### Routed metal per tile, run 1

The die is cut into 26 by 26 equal tiles; dark blue is low, red is high, scaled to the fullest tile. Values are wire area over tile area, all layers added.
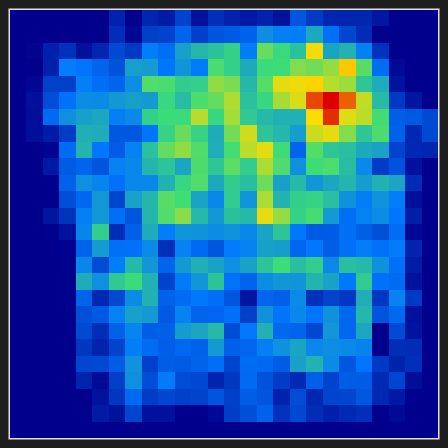
### Clock network drawn from the DEF, run 1

Bar = 50 um.
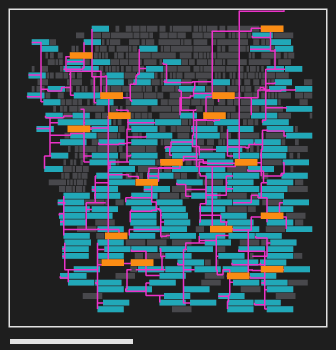
### Where the registers sit, run 1

Bar = 50 um. Other sequential cells in the stronger grey, the rest of the logic in the fainter grey.
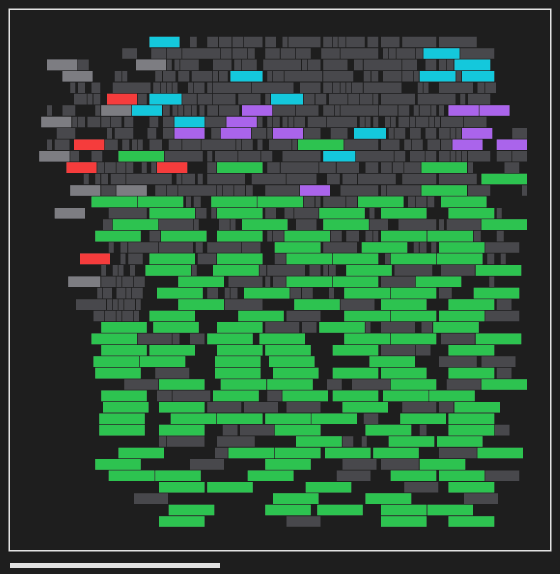
===== src/rtl/conv1_maxpool_relu_pkg.sv =====
// Shared constants for the conv1 -> pool -> conv2 path: pixel width and the
// conv1 / pooled feature-map dimensions.
package conv1_maxpool_relu_pkg;

  localparam int unsigned PIX_BITS = 12;
  localparam int unsigned CONV1_W  = 24;
  localparam int unsigned CONV1_H  = 24;
  localparam int unsigned POOL_W   = CONV1_W / 2;
  localparam int unsigned POOL_H   = CONV1_H / 2;

  typedef logic signed [PIX_BITS-1:0] pixel_t;

endpackage


===== src/rtl/conv1_maxpool_relu_if.sv =====
// Pixel stream into and pooled pixel stream out of one max-pool/ReLU lane.
interface conv1_maxpool_relu_if
  import conv1_maxpool_relu_pkg::*;
#(
  parameter int unsigned DATA_BITS = PIX_BITS
);

  logic                        valid_in;
  logic signed [DATA_BITS-1:0] data_in;
  logic                        valid_out;
  logic signed [DATA_BITS-1:0] data_out;

  modport master (output valid_in, output data_in, input valid_out, input data_out);
  modport slave  (input valid_in, input data_in, output valid_out, output data_out);

endinterface


===== src/rtl/conv1_maxpool_relu_signed_max2.sv =====
// Combinational signed maximum of two pixels; ties return a (same value).
module conv1_maxpool_relu_signed_max2
  import conv1_maxpool_relu_pkg::*;
#(
  parameter int unsigned DATA_BITS = PIX_BITS
) (
  input  logic signed [DATA_BITS-1:0] a,
  input  logic signed [DATA_BITS-1:0] b,
  output logic signed [DATA_BITS-1:0] max_c
);

  assign max_c = (b > a) ? b : a;

endmodule


===== src/rtl/conv1_maxpool_relu.sv =====
// Streaming 2x2 stride-2 max-pool with ReLU on one raster-ordered conv1 channel.
module conv1_maxpool_relu
  import conv1_maxpool_relu_pkg::*;
#(
  parameter int unsigned DATA_BITS = PIX_BITS,
  parameter int unsigned IN_WIDTH  = CONV1_W,
  parameter int unsigned IN_HEIGHT = CONV1_H
) (
  input logic                 clk,
  input logic                 rst_n,
  conv1_maxpool_relu_if.slave bus
);

  localparam int unsigned COL_BITS = $clog2(IN_WIDTH);
  localparam int unsigned ROW_BITS = $clog2(IN_HEIGHT);
  localparam int unsigned IDX_BITS = COL_BITS - 1;
  localparam int unsigned PAIRS    = IN_WIDTH / 2;

  logic [COL_BITS-1:0]         col;
  logic [ROW_BITS-1:0]         row;
  logic [IDX_BITS-1:0]         pair_idx;
  logic signed [DATA_BITS-1:0] hold;
  logic signed [DATA_BITS-1:0] line_buf [PAIRS];
  logic signed [DATA_BITS-1:0] above;
  logic signed [DATA_BITS-1:0] pair_c;
  logic signed [DATA_BITS-1:0] win_max_c;
  logic signed [DATA_BITS-1:0] data_out_q;
  logic                        valid_out_q;
  logic                        col_last;
  logic                        row_last;
  logic                        line_wr;
  logic                        pool_fire;

  assign pair_idx  = col[COL_BITS-1:1];
  assign above     = line_buf[pair_idx];
  assign col_last  = (col == COL_BITS'(IN_WIDTH - 1));
  assign row_last  = (row == ROW_BITS'(IN_HEIGHT - 1));
  assign line_wr   = rst_n & bus.valid_in & col[0] & ~row[0];
  assign pool_fire = bus.valid_in & col[0] & row[0];

  // Horizontal compare of the held even pixel with the current odd pixel
  conv1_maxpool_relu_signed_max2 #(.DATA_BITS(DATA_BITS)) u_hmax (
    .a     (hold),
    .b     (bus.data_in),
    .max_c (pair_c)
  );

  // Vertical compare of the stored even-row pair with the odd-row pair
  conv1_maxpool_relu_signed_max2 #(.DATA_BITS(DATA_BITS)) u_vmax (
    .a     (above),
    .b     (pair_c),
    .max_c (win_max_c)
  );

  // Raster position; only advances on accepted pixels so gaps are transparent
  always_ff @(posedge clk) begin
    if (!rst_n) begin
      col <= '0;
      row <= '0;
    end else if (bus.valid_in) begin
      if (col_last) begin
        col <= '0;
        row <= row_last ? '0 : row + ROW_BITS'(1);
      end else begin
        col <= col + COL_BITS'(1);
      end
    end
  end

  always_ff @(posedge clk) begin
    if (!rst_n) begin
      hold <= '0;
    end else if (bus.valid_in && !col[0]) begin
      hold <= bus.data_in;
    end
  end

  // Even rows always refill every entry before the odd row reads it, so no reset
  always_ff @(posedge clk) begin
    if (line_wr) begin
      line_buf[pair_idx] <= pair_c;
    end
  end

  always_ff @(posedge clk) begin
    if (!rst_n) begin
      valid_out_q <= 1'b0;
      data_out_q  <= '0;
    end else begin
      valid_out_q <= pool_fire;
      if (pool_fire) begin
        data_out_q <= win_max_c[DATA_BITS-1] ? '0 : win_max_c;
      end
    end
  end

  assign bus.valid_out = valid_out_q;
  assign bus.data_out  = data_out_q;

endmodule


===== src/flat_wrapper.sv =====
// flat-port wrapper written by rule: the top's interface ports become plain ports
module conv1_maxpool_relu_flat import conv1_maxpool_relu_pkg::*;
#(
  parameter int unsigned DATA_BITS = PIX_BITS,
  parameter int unsigned IN_WIDTH  = CONV1_W,
  parameter int unsigned IN_HEIGHT = CONV1_H
)
  (clk, rst_n, bus_valid_in, bus_data_in, bus_valid_out, bus_data_out);
  conv1_maxpool_relu_if #(.DATA_BITS(DATA_BITS)) bus_i ();
  input logic clk;
  input logic rst_n;
  input wire logic [$bits(bus_i.valid_in)-1:0] bus_valid_in;
  input wire logic [$bits(bus_i.data_in)-1:0] bus_data_in;
  output wire logic [$bits(bus_i.valid_out)-1:0] bus_valid_out;
  output wire logic [$bits(bus_i.data_out)-1:0] bus_data_out;
  assign bus_i.valid_in = bus_valid_in;
  assign bus_i.data_in = bus_data_in;
  assign bus_valid_out = bus_i.valid_out;
  assign bus_data_out = bus_i.data_out;
  conv1_maxpool_relu #(.DATA_BITS(DATA_BITS), .IN_WIDTH(IN_WIDTH), .IN_HEIGHT(IN_HEIGHT)) u_core (.clk(clk), .rst_n(rst_n), .bus(bus_i));
endmodule

===== config.mk =====
export PLATFORM = sky130hd
export DESIGN_NAME = conv1_maxpool_relu_flat
export DESIGN_NICKNAME = d
export VERILOG_FILES = /design/src/rtl/conv1_maxpool_relu_pkg.sv /design/src/rtl/conv1_maxpool_relu_if.sv /design/src/rtl/conv1_maxpool_relu_signed_max2.sv /design/src/rtl/conv1_maxpool_relu.sv /design/src/flat_wrapper.sv
export SDC_FILE = /design/constraint.sdc
export NUM_CORES = 1
export LEC_CHECK = 0
export CAP_MARGIN = 10
export CORE_MARGIN = 5
export CORE_UTILIZATION = 55
export DETAILED_ROUTE_END_ITERATION = 10
export GPL_ROUTABILITY_DRIVEN = 1
export PLACE_DENSITY = 0.76
export RECOVER_POWER = 50
export SYNTH_ARGS = -nofsm -noshare
export SYNTH_HDL_FRONTEND = slang
export SYNTH_SLANG_ARGS = --single-unit

===== constraint.sdc =====
create_clock -name clk -period 4.15 [get_ports clk]
set_clock_uncertainty 0.2 [all_clocks]
set_input_delay 0.6225 -clock clk [delete_from_list [all_inputs] [get_ports clk]]
set_output_delay 0.6225 -clock clk [all_outputs]
set_load 0.05 [all_outputs]

==> results.txt, run 1 <==
run metrics: crit path DRT 4.30 ns, share of layout cells above drive strength 1 0.3405, total track usage 0.2136, Pre-Place Util 0.5602, register share after synthesis 0.6564, Logic pwr share 0.122, Final Slew Violations 0, switching power between 0.9 and 1 mW, Cells after Synth between 400 and 500, P&R area growth vs syn 24.63%, # Cells Yosys roughly 500, failing checks setup timing, Leakage between 3 and 4 nW, DR vias 4837, post-DP HPWL about 10 mm, initial DRC count about 580, chip height around 130 um, post-layout util 0.6982, CTS Sinks ~180, CTS buffer count 17, Main area contributors edfxtp_1 (56%), mux4_2 (10%), dfxtp_1 (9.8%), area leader, netlist edfxtp_1, io pins 28, f_max around 240 MHz, Max Cap Viol 0, critical-path cell list inv_2, ha_4, nor2b_4, o211ai_1, a211o_1, a31oi_4, buf_6, buf_8, mux2i_2, inv_1, ha_1, o211ai_1, a21o_1, and4b_2, nor3_4, buf_6, nand3b_4, o221ai_2, GRT overflow 0, Root Buffer clkbuf_16, clk ins delay skew pair about 0.43 ns, met2 routed WL 9.324 mm, Worst-Margin Slew between 1 and 1.5 ns, post-synthesis cell type count around 45, DP Area approximately 0.0086 sq mm, max incr delay on CP between 0.3 and 0.4 ns, CTS tree done, Buffers on Ports 26, routed wire length 17.98 mm, Top Family by Delay on Critical Path AND-OR/OR-AND gates, post-CTS setup buffer count 13, Log Warnings 28, total core area about 0.014 sq mm, post-CTS resize count ~40, worst vdd ir 0.0002962 V, Top-area cell share 0.5582, Rows between 40 and 50, Critical Path AT 4.30 ns, M1 wire length approximately 7.1 mm, Avg Cell Area, Syn approximately 16 sq um, Via density 6.178, ANT nets after route 0, deepest clock path buffer count 2, vias in the first global route between 4k and 5k, Buf/Inv on CP 5, FF+latch count, synth roughly 180, Power, Total ~4.0 mW, routed len/inst roughly 23 um, Crit. End Element register, Final Net Count approximately 630, RSZ-0062 raised after global routing true, setup ws final -0.003837 ns, final cell count without fillers between 700 and 800, Async S/R FF share, synth 0, outcome complete, but fails checks, most numerous logic cell after layout edfxtp_1, H-tree Lvls 4, slowest stage cell, crit path dfxtp_2, max_slew headroom 0.2112, first-pass GRT wire length roughly 26 mm, DRC errors left 0, top_reg_cell synth edfxtp_1, Clock power frac 0.376, number of enable flip-flop cells roughly 140, final setup fails 1, Final Hold Vio Count 0, chip area in the Yosys report just under 0.008 sq mm, Highest Signal Layer met4, worst hold path type register to register, WS Path Type register to register, GPL Wtd Cong 0.8022, nature of the critical path startpoint register, placed instance count 734, Top Layout Cells edfxtp_1 (144), buf_4 (58), nand2_1 (44), mux4_2 (36), Pint just over 3 mW, PD cells 417.2 mW/mm^2, DR pass1 iterations 6, number of synthesis warnings 0, CP Max Fanout 6, largest net degree at the start of global routing 25, Seq. cell area approximately 0.0051 sq mm, Logic area 0.002844 sq mm, fill count 814, post-route minimum period 4.154 ns, hold_buf cts 0, DR WL met3 916 um, width of the chip 128.7 um
About 'Routed metal per tile':
mean over tiles = 0.17
tiles over half the peak = 9.8%
emptiest ninth of the die = lower left
nearly empty tiles = 22%
fullest tile = 0.77

About 'Clock network drawn from the DEF':
orange -> clock drivers  # count 17
cyan -> flip-flops  # count 182
magenta -> clock wires  # length 1880 um
flops lie = spread over the die
routed clock nets = 18

About 'Where the registers sit':
green -> `u_core.line_buf`  # flops 144
red -> `u_core.col`  # flops 5
cyan -> `u_core.hold`  # flops 12
purple -> `u_core.bus.data_out`  # flops 11
not coloured = 10

## run 1: logic make-up (layout without fill, tap and decap cells)
group	count (synthesis)	count (layout)	share of synthesized area
multiplexers	62	62	0.1389
AND/OR/NAND/NOR	111	113	0.06978
flip-flops	182	182	0.6564
other	1	2	0.0004841
buffers and inverters	50	154	0.02794
AND-OR/OR-AND	59	59	0.05879
adder cells (fa/ha/maj)	26	26	0.04200
XOR/XNOR	5	5	0.005653
## run 1: state kept, by name, indices dropped and copies added, names as in the netlist, named ones only
name                  cells
u_core.line_buf         144
u_core.hold              12
u_core.bus.data_out      11
u_core.col                5
u_core.row                5
u_core.bus.valid_out      1
## run 1: path summary, 6_finish.rpt
| path | startpoint | slack (ns) | to | cells after the start |
|---|---|---|---|---|
| worst max-delay path | u_core.hold[1] | -0.004 | u_core.bus.data_out[0] | 18 |
| worst min-delay path | u_core.bus.data_out[10] | 0.27 | u_core.bus.data_out[10] | 2 |
| worst max register to register | u_core.hold[1] | -0.004 | u_core.bus.data_out[0] | 18 |
| worst min register to register | u_core.bus.data_out[10] | 0.27 | u_core.bus.data_out[10] | 2 |
## run 1: through the flow
step	hold slack [ns]	setup TNS (ns)	setup slack, ns
4_1_cts	0.2748	0	0.001682
3_3_place_gp	0.2503	-5.500	-0.5035
2_1_floorplan	0.2487	0	0.007137
3_5_place_dp	0.2663	-7.199	-0.6693
6_report	0.2695	-0.003837	-0.003837
5_1_grt	0.2982	-1.773	-0.1944
## run 1: routing by layer
metal	global-route usage	vias to the layer above
met5	0	-
met1	0.2736	2464
met2	0.3558	213
met3	0.03985	62
li1	-	2098
met4	0.09821	0
## run 1: power groups by stage
stage / logic [mW] / registers (mW) / clock network, mW
after floorplan: 0.212 / 2.06 / 0
after global placement: 0.332 / 2.06 / 0
after detailed placement: 0.349 / 2.06 / 0
after CTS: 0.445 / 2.02 / 1.53
after global routing: 0.524 / 2.02 / 1.61
final: 0.491 / 2.02 / 1.52
## run 1: worst min-delay path: cells and delay by family, from the launching register on
kind,cells,cell delay [ns]
flip-flops,1,0.33
AND/OR/NAND/NOR,1,0.06
AND-OR/OR-AND,1,0.05
## run 1: synthesized netlist by cell type, types with 2 or more instances
master / count
mux4_2: 36
o21ai_1: 3
nand2b_1: 9
nor3_1: 4
dfxtp_1: 38
clkbuf_1: 12
buf_4: 2
ha_1: 26
a21o_1: 2
mux2i_1: 25
edfxtp_1: 144
nor2_1: 31
nor3b_1: 2
buf_6: 2
inv_1: 27
nand4_1: 6
and4_1: 2
buf_2: 5
nand2_1: 44
o211ai_1: 2
and4b_1: 2
nor2b_1: 3
o221ai_2: 10
a21oi_1: 33
xor2_1: 4
nand3_1: 3
## run 1: cell type report
| class | instances | share of cell area |
|---|---|---|
| Clock inverter | 14 | 0.01296 |
| Sequential cell | 182 | 0.5288 |
| Inverter | 28 | 0.01089 |
| Clock buffer | 18 | 0.04445 |
| Multi-Input combinational cell | 266 | 0.2946 |
| Tap cell | 180 | 0.02333 |
| Antenna cell | 1 | 0.0002592 |
| Timing Repair Buffer | 94 | 0.08476 |
## Run 2: what changed since run 1
--- a/config.mk
+++ b/config.mk
@@ -12,6 +12,7 @@
 export GPL_ROUTABILITY_DRIVEN = 1
 export PLACE_DENSITY = 0.76
 export RECOVER_POWER = 50
+export SKIP_CTS_REPAIR_TIMING = 1
 export SYNTH_ARGS = -nofsm -noshare
 export SYNTH_HDL_FRONTEND = slang
 export SYNTH_SLANG_ARGS = --single-unit
### Where the registers sit, run 2

Bar = 50 um. Other sequential cells in the stronger grey, the rest of the logic in the fainter grey.
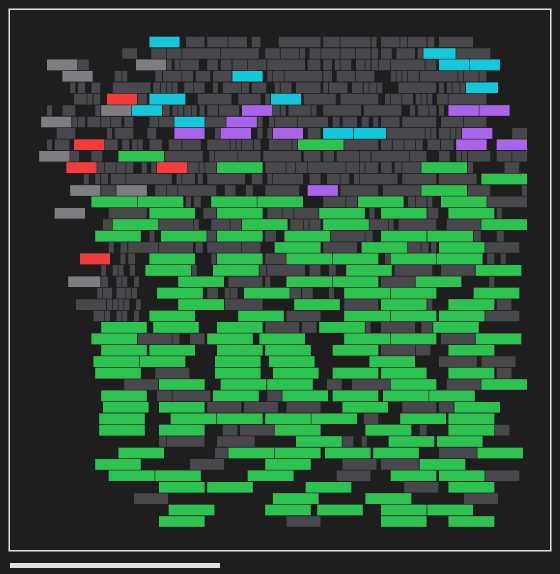
red -> `u_core.col`  # flops 5
green -> `u_core.line_buf`  # flops 144
purple -> `u_core.bus.data_out`  # flops 11
cyan -> `u_core.hold`  # flops 12
not coloured = 10
Sequential Power: 2.02 mW
flop share of the area: 0.5297

==> results.txt, run 2 <==
run metrics: CTS tree done, RSZ-0062 raised after global routing true, top_reg_cell synth edfxtp_1, WS Path Type register to register, met2 Track Usage GR 0.3238, M1 GR Usage 0.2552, Worst-Margin Slew roughly 1.1 ns, worst vdd ir between 0.0003 and 0.0004 V, register share after synthesis 0.6564, vias in the first global route 4622, GRT overflow 0, chip height between 100 and 150 um, Avg Cell Area, Syn roughly 16 sq um, nature of the critical path startpoint register, Via density approximately 6.1, total negative slack -1.849 ns, chip area in the Yosys report between 0.007 and 0.008 sq mm, Log Warnings 27, GPL Wtd Cong around 0.8, max incr delay on CP ~0.44 ns, CTS buffer count 17, M3 GR Usage 0.03861, global route hottest layer met2, setup ws final -0.1894 ns, share of layout cells above drive strength 1 0.3054, Cells after Synth between 400 and 500, critical-path cell list inv_1, ha_4, nand4_1, a211o_1, a31oi_4, clkbuf_16, mux2i_4, inv_1, ha_1, a21oi_1, and4b_1, a311oi_2, a21oi_2, nor3_4, nand2b_4, clkbuf_16, o221ai_2, Max Cap Viol 0, worst hold path type register to register, PD cells 416.1 mW/mm^2, first-pass GRT wire length roughly 24 mm, Leakage roughly 3.4 nW, Final Slew Violations 0, largest net degree at the start of global routing 25, final cell count without fillers about 780, DRC errors left 0, Main area contributors edfxtp_1 (56%), mux4_2 (10%), dfxtp_1 (9.8%), Crit. End Element register, post-DP HPWL 10.41 mm, max reg flops 144, most numerous cell in the Yosys netlist edfxtp_1, DR pass1 iterations 5, number of synthesis warnings 0, Biggest register u_core.line_buf, Buffers on Ports 26, crit path DRT 4.25 ns, outcome complete, but fails checks, post-synthesis cell type count 45, post-route minimum period between 4 and 5 ns, initial antenna violation count 0, failing checks setup timing, placed instance count 734, Async S/R FF share, synth 0, initial DRC count between 400 and 500, Final Net Count ~620, Pre-Place Util 0.5602, final setup fails 11, Logic pwr share 0.117, Top Layout Cells edfxtp_1 (144), buf_4 (44), nand2_1 (43), mux4_2 (36), dfxtp_1 (33), deepest clock path buffer count 2, Rows roughly 43, most numerous logic cell after layout edfxtp_1, P&R area growth vs syn 24.13%, commonest cells in the netlist edfxtp_1 (144), nand2_1 (44), dfxtp_1 (38), fill count a little over 800, clk ins delay skew pair approximately 0.43 ns, slowest stage cell, crit path dfxtp_1, # Cells Yosys 496, max_slew headroom 0.2543, Final Hold Vio Count 0, Clock power frac 0.378, ANT nets after route 0, Top-area cell share 0.5582, CP Max Fanout 5, area leader, netlist edfxtp_1
### Routed metal per tile, run 2

The die is cut into 26 by 26 equal tiles; dark blue is low, red is high, scaled to the fullest tile. Values are wire area over tile area, all layers added.
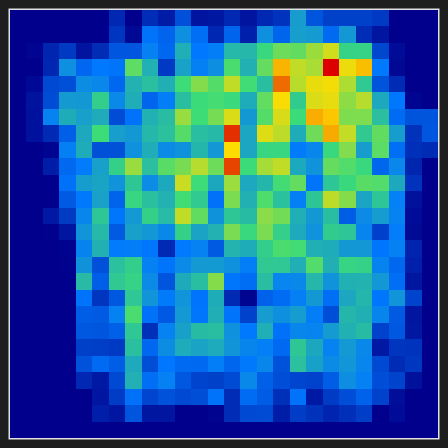
nearly empty tiles = 22%
emptiest ninth of the die = lower left
fullest tile = 0.66
total track usage: 0.1958
routed wire length: 17.36 mm
routed len/inst: 22.34 um
DR vias: 4703

[run 2: metrics by stage]
step / area [sq um] / worst slack, ns / util / power, mW
after detailed placement: 8598 / -0.6693 / 0.6218 / 2.409
after CTS: 9153 / -0.2338 / 0.6619 / 3.903
final: 9615 / -0.1894 / 0.6954 / 4.001
after global placement: 8598 / -0.5035 / 0.6218 / 2.391
after global routing: 9613 / -0.3154 / 0.6952 / 4.129
after floorplan: 7764 / 0.007137 / - / 2.267
[run 2: layout make-up]
class	count	area, sq um	area share
clock inverter	14	125.1	0.01301
clock buffer	18	429.2	0.04463
sequential	182	5094	0.5297
timing repair buffer	89	818.3	0.08510
inverter	28	107.6	0.01119
multi-input combinational	265	2814	0.2926
tap	180	225.2	0.02342
antenna	1	2.502	0.0002602
[run 2: cell families (layout without fill, tap and decap cells)]
kind of cell               after synthesis  count (layout)  share of synthesized area
AOI/OAI and AO/OA                       59              59                    0.05879
xor gates and xnor gates                 5               5                   0.005653
adders and majority gates               26              26                    0.04200
buffers and inverters                   50             149                    0.02794
DFF                                    182             182                     0.6564
muxes                                   62              62                     0.1389
other                                    1               2                  0.0004841
and+or+nand+nor                        111             112                    0.06978
[run 2: power groups by stage]
stage	logic [mW]	clock network (mW)	registers, mW
after floorplan	0.212	0	2.06
after CTS	0.352	1.53	2.02
after global placement	0.332	0	2.06
after detailed placement	0.349	0	2.06
after global routing	0.501	1.60	2.02
final	0.467	1.51	2.02
[run 2: path summary, 6_finish.rpt]
| kind | startpoint | end | slack [ns] | cells past startpoint |
|---|---|---|---|---|
| worst min-delay path | u_core.bus.data_out[8] | u_core.bus.data_out[8] | 0.28 | 2 |
| worst min register to register | u_core.bus.data_out[8] | u_core.bus.data_out[8] | 0.28 | 2 |
| worst max-delay path | u_core.hold[7] | u_core.bus.data_out[2] | -0.19 | 17 |
| worst max register to register | u_core.hold[7] | u_core.bus.data_out[2] | -0.19 | 17 |
[run 2: routing by layer]
layer	up-vias	share of wire
met5	-	0
li1	2087	-
met3	38	0.050
met1	2428	0.41
met2	150	0.52
met4	0	0.025
[run 2: critical path: cells and delay by family (launching register included)]
kind            cells  cell delay (ns)
compound gates      6             1.23
simple gates        4             0.93
buf+inv             4             0.60
fa+ha+maj           2             0.53
flops               1             0.44
mux                 1             0.26
Power is estimated from default activity; no workload was simulated.
